File: src/rtl/sap_pkg.sv
// Shared SAP-1.5 definitions: data-path width and the button debounce state encoding.
package sap_pkg;

    localparam int DATA_WIDTH = 8;

    typedef enum logic [1:0] {
        IDLE,
        PRESS_WAIT,
        HELD,
        RELEASE_WAIT
    } debounce_state_t;

endpackage

File: src/rtl/input_port_debounce.sv
// Button synchroniser and debouncer: emits the debounced level and a one-cycle capture
// pulse on each accepted press. Reusable for any future panel button.
module debounce
    import sap_pkg::*;
#(
    parameter int DEBOUNCE_CYCLES = 200000
) (
    input  logic clk,
    input  logic rst_n,
    input  logic btn,
    output logic level,
    output logic capture
);

    localparam int CNT_W = $clog2(DEBOUNCE_CYCLES);
    localparam logic [CNT_W-1:0] CNT_LAST = CNT_W'(DEBOUNCE_CYCLES - 1);

    logic [1:0]      btn_sync;
    logic            btn_s;
    debounce_state_t state, state_next;
    logic [CNT_W-1:0] cnt, cnt_next;

    assign btn_s = btn_sync[1];

    always_ff @(posedge clk or negedge rst_n) begin
        if (!rst_n) begin
            btn_sync <= '0;
            state    <= IDLE;
            cnt      <= '0;
        end else begin
            btn_sync <= {btn_sync[0], btn};
            state    <= state_next;
            cnt      <= cnt_next;
        end
    end

    // The counter saturates rather than wrapping so a stuck level can never alias a fresh count.
    always_comb begin
        state_next = state;
        cnt_next   = cnt;
        capture    = 1'b0;
        case (state)
            IDLE: begin
                if (btn_s) begin
                    state_next = PRESS_WAIT;
                    cnt_next   = '0;
                end
            end
            PRESS_WAIT: begin
                if (!btn_s) begin
                    state_next = IDLE;
                end else if (cnt == CNT_LAST) begin
                    capture    = 1'b1;
                    state_next = HELD;
                end else if (cnt != '1) begin
                    cnt_next = cnt + CNT_W'(1);
                end
            end
            HELD: begin
                if (!btn_s) begin
                    state_next = RELEASE_WAIT;
                    cnt_next   = '0;
                end
            end
            RELEASE_WAIT: begin
                if (btn_s) begin
                    state_next = HELD;
                end else if (cnt == CNT_LAST) begin
                    state_next = IDLE;
                end else if (cnt != '1) begin
                    cnt_next = cnt + CNT_W'(1);
                end
            end
            default: state_next = IDLE;
        endcase
    end

    assign level = (state == HELD) || (state == RELEASE_WAIT);

endmodule

File: src/rtl/input_port.sv
// SAP-1.5 operator input: switch synchroniser, debounced enter button, holding register
// with ready/read handshake. Define INPUT_PORT_OVERRUN_EN to get a sticky overrun flag.
module input_port #(
    parameter int DATA_WIDTH      = sap_pkg::DATA_WIDTH,
    parameter int DEBOUNCE_CYCLES = 200000
) (
    input  logic                  clk,
    input  logic                  rst_n,
    input  logic [DATA_WIDTH-1:0] sw_i,
    input  logic                  btn_i,
    input  logic                  rd_en_i,
    output logic [DATA_WIDTH-1:0] data_o,
    output logic                  ready_o,
    output logic                  overrun_o,
    output logic                  btn_level_o
);

    import sap_pkg::*;

    logic [DATA_WIDTH-1:0] sw_meta;
    logic [DATA_WIDTH-1:0] sw_sync;
    logic                  capture;
    logic                  load;

    always_ff @(posedge clk or negedge rst_n) begin
        if (!rst_n) begin
            sw_meta <= '0;
            sw_sync <= '0;
        end else begin
            sw_meta <= sw_i;
            sw_sync <= sw_meta;
        end
    end

    debounce #(
        .DEBOUNCE_CYCLES(DEBOUNCE_CYCLES)
    ) u_debounce (
        .clk     (clk),
        .rst_n   (rst_n),
        .btn     (btn_i),
        .level   (btn_level_o),
        .capture (capture)
    );

    // A read in the capture cycle frees the register first, so the new byte still lands.
    assign load = capture && (!ready_o || rd_en_i);

    always_ff @(posedge clk or negedge rst_n) begin
        if (!rst_n) begin
            data_o  <= '0;
            ready_o <= 1'b0;
        end else if (load) begin
            data_o  <= sw_sync;
            ready_o <= 1'b1;
        end else if (rd_en_i) begin
            ready_o <= 1'b0;
        end
    end

`ifdef INPUT_PORT_OVERRUN_EN
    logic drop;

    assign drop = capture && ready_o && !rd_en_i;

    always_ff @(posedge clk or negedge rst_n) begin
        if (!rst_n) begin
            overrun_o <= 1'b0;
        end else if (drop) begin
            overrun_o <= 1'b1;
        end else if (rd_en_i) begin
            overrun_o <= 1'b0;
        end
    end
`else
    assign overrun_o = 1'b0;
`endif

endmodule

File: config.mk
export PLATFORM = sky130hd
export DESIGN_NAME = input_port
export DESIGN_NICKNAME = d
export VERILOG_FILES = /design/src/rtl/sap_pkg.sv /design/src/rtl/input_port_debounce.sv /design/src/rtl/input_port.sv
export SDC_FILE = /design/constraint.sdc
export NUM_CORES = 1
export LEC_CHECK = 0
export CAP_MARGIN = 30
export CORE_ASPECT_RATIO = 1.75
export CORE_MARGIN = 10
export CORE_UTILIZATION = 55
export CTS_CLUSTER_DIAMETER = 80
export DETAILED_ROUTE_END_ITERATION = 8
export PLACE_DENSITY = 0.8
export SYNTH_ARGS = -nofsm -noshare
export SYNTH_HDL_FRONTEND = slang
export SYNTH_SLANG_ARGS = --single-unit
File: constraint.sdc
create_clock -name clk -period 4.39 [get_ports clk]
set_input_delay 0.6585 -clock clk [delete_from_list [all_inputs] [get_ports clk]]
set_output_delay 0.6585 -clock clk [all_outputs]
set_load 0.01 [all_outputs]
==> run notes <==
* **Worst setup startpoint** u_debounce.state[0]
* **post-CTS clock slew at the launch and capture registers of the worst setup and hold paths** 0.08 ns
* **synthesized netlist cell count** 173
* **most common library cells after synthesis** dfrtp_1, nand2_1, o21ai_0
* **Data buffer area share** 0.0937
* **overall die area** 6600 um^2
* **hpwl dp** 3160 um
* **standard cell area after detailed placement** 2250 um^2
* **min Tclk post-route** 2.78 ns
* **Final Skew** 0.00893 ns
* **sequential share of cell area** 0.489
* **simple-gate share of the synthesized area** 0.196
* **total iterations of the first detailed-routing run** 4
* **critical path class** reg2reg
* **worst-path cell chain** nand3_1 > nand4b_4 > o31ai_4 > inv_2 > o21ai_2 > o21ai_0
* **total count of hold-check failures in the final report** 0
* **internal power** 0.000696 W
* **result of the run** finished clean
* **worst reg2reg endpoint** u_debounce.cnt[0]
* **cell count after placement** 233
* **share of post-route cells with drive strength above 1** 0.158
* **syn_area_per_cell** 11.7 um^2
* **largest net degree at the start of global routing** 48
* **post-detailed-route count of antenna-violating nets** 0
* **depth of the most critical reg-to-reg path** 6
* **count of nets after finishing** 208
* **Metal-1 WL** 1570 um
* **multi-input logic portion of the cell area** 0.335
* **most common library cell in the layout ignoring fill and taps** dfrtp_1
* **area fraction in mux cells** 0.0501
* **GR Util met1** 0.137
* **tally of OpenROAD warnings** 26
* **final tally of max-slew violations** 0
* **cell count along the critical path** 6
* **maximum net fanout on the critical path** 26
* **met3 layer usage reported by global route** 0.0401
* **number of buffers and inverters on the critical path** 1
* **Pleak** 1.05 nW
* **number of setup violations in the final report** 0
* **non-filler cells in the finished layout** 242
* **Clock Power Share** 0.413
* **worst slack at placement** 1.68 ns
* **power in combinational cells** 0.0000424 W
* **global-route wire length before repair** 7290 um
* **share of synthesized area occupied by flip-flops and latches** 0.582
* **leading cell category by total area** sequential cells
* **final worst-path cycle share** 0.633
* **inverters** 2
* **placer's final routability congestion estimate** 0.917
* **Distinct cells, synth** 43
* **relative max-transition margin** 0.496
* **antenna fix cells** 0
* **detailed route wirelength on metal3** 276 um
* **largest register by flop count** u_debounce.cnt
* **number of tap cells inserted** 46
* **Iter 0 DRT Violations** 93
* **max capacitance violation total** 0
* **sum of overflow across all layers after global routing** 0
* **number of flip-flops in the largest register** 18
* **antenna violations before repair** 0
* **transition time at the pin with the least slew margin** 0.757 ns
* **Min-Delay Path Class** in2async
* **routed wl met2** 2380 um
* **Power Total** 0.000869 W
* **share of total power in combinational logic** 0.049
* **clock latency on the worst-skew pair** 0.30 ns
* **number of flip-flops and latches in the synthesized netlist** 47
* **Clock buffer cells** 6
* **Fmax** 0.360 GHz
* **Std-Cell Rows** 29
* **total area of sequential cells** 1180 um^2
* **top contributor to total power** registers
* **GRT met2 Usage** 0.258
* **layout overhead on the synthesized area** 18.9%
* **register-to-register setup slack** 1.61 ns
* **maximum clock path buffer count** 2
* **adder-cell share of the synthesized area** 0.00619
* **horizontal die size** 65.8 um
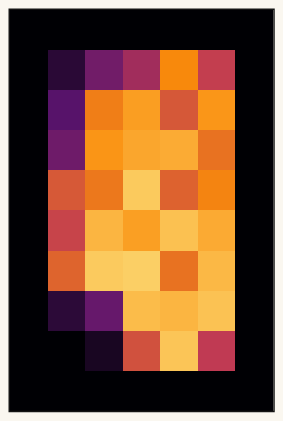
(images/cell_density.png)
Drawn at 4 px/um. 7 x 10 tiles, from black (low) to pale yellow (high), 0 to 100% covered.
fullest tile = 90%
tiles over 75% full = 24%
nearly empty tiles = 44%
floorplan utilization: 0.563
post-layout util: 0.669
standard cell core area: 3590 um^2

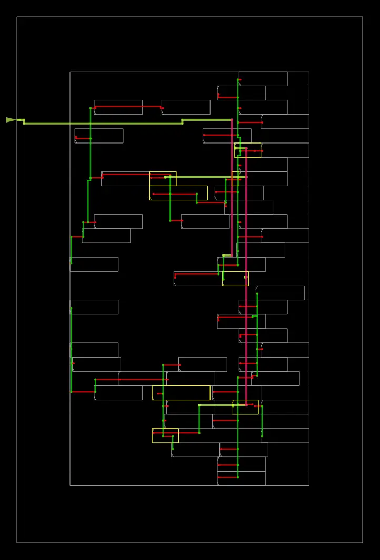
(images/clocks.png)
count of clock tree sinks: 47
final sequential cell count: 47
number of buffers created by CTS: 5
Clk power: 0.000359 W

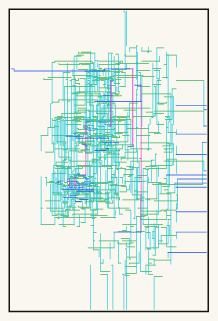
(images/wires.png)
Drawn at 3 px/um.
metal 3 -> blue  # wire length 277 um
metal 4 -> magenta  # wire length 114 um
metal 1 -> green  # wire length 1570 um
metal 2 -> cyan  # wire length 2380 um
via count of the routed design: 1523
Total GRT Usage: 0.142
Avg WL per Cell: 17.9 um
total wire length after detailed routing: 4340 um

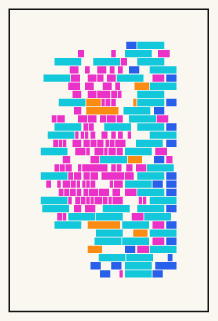
(images/placement_by_type.png)
Drawn at 3 px/um.
combinational and other logic -> magenta  # cells 119, share of their area 35%
flops -> cyan  # cells 47, share of their area 50%
other buffers and delay cells -> blue  # cells 22, share of their area 9.6%
clock drivers and dummy loads -> orange  # cells 8, share of their area 5.7%

Power figures rest on the tool's default switching activity, not on a simulated workload.
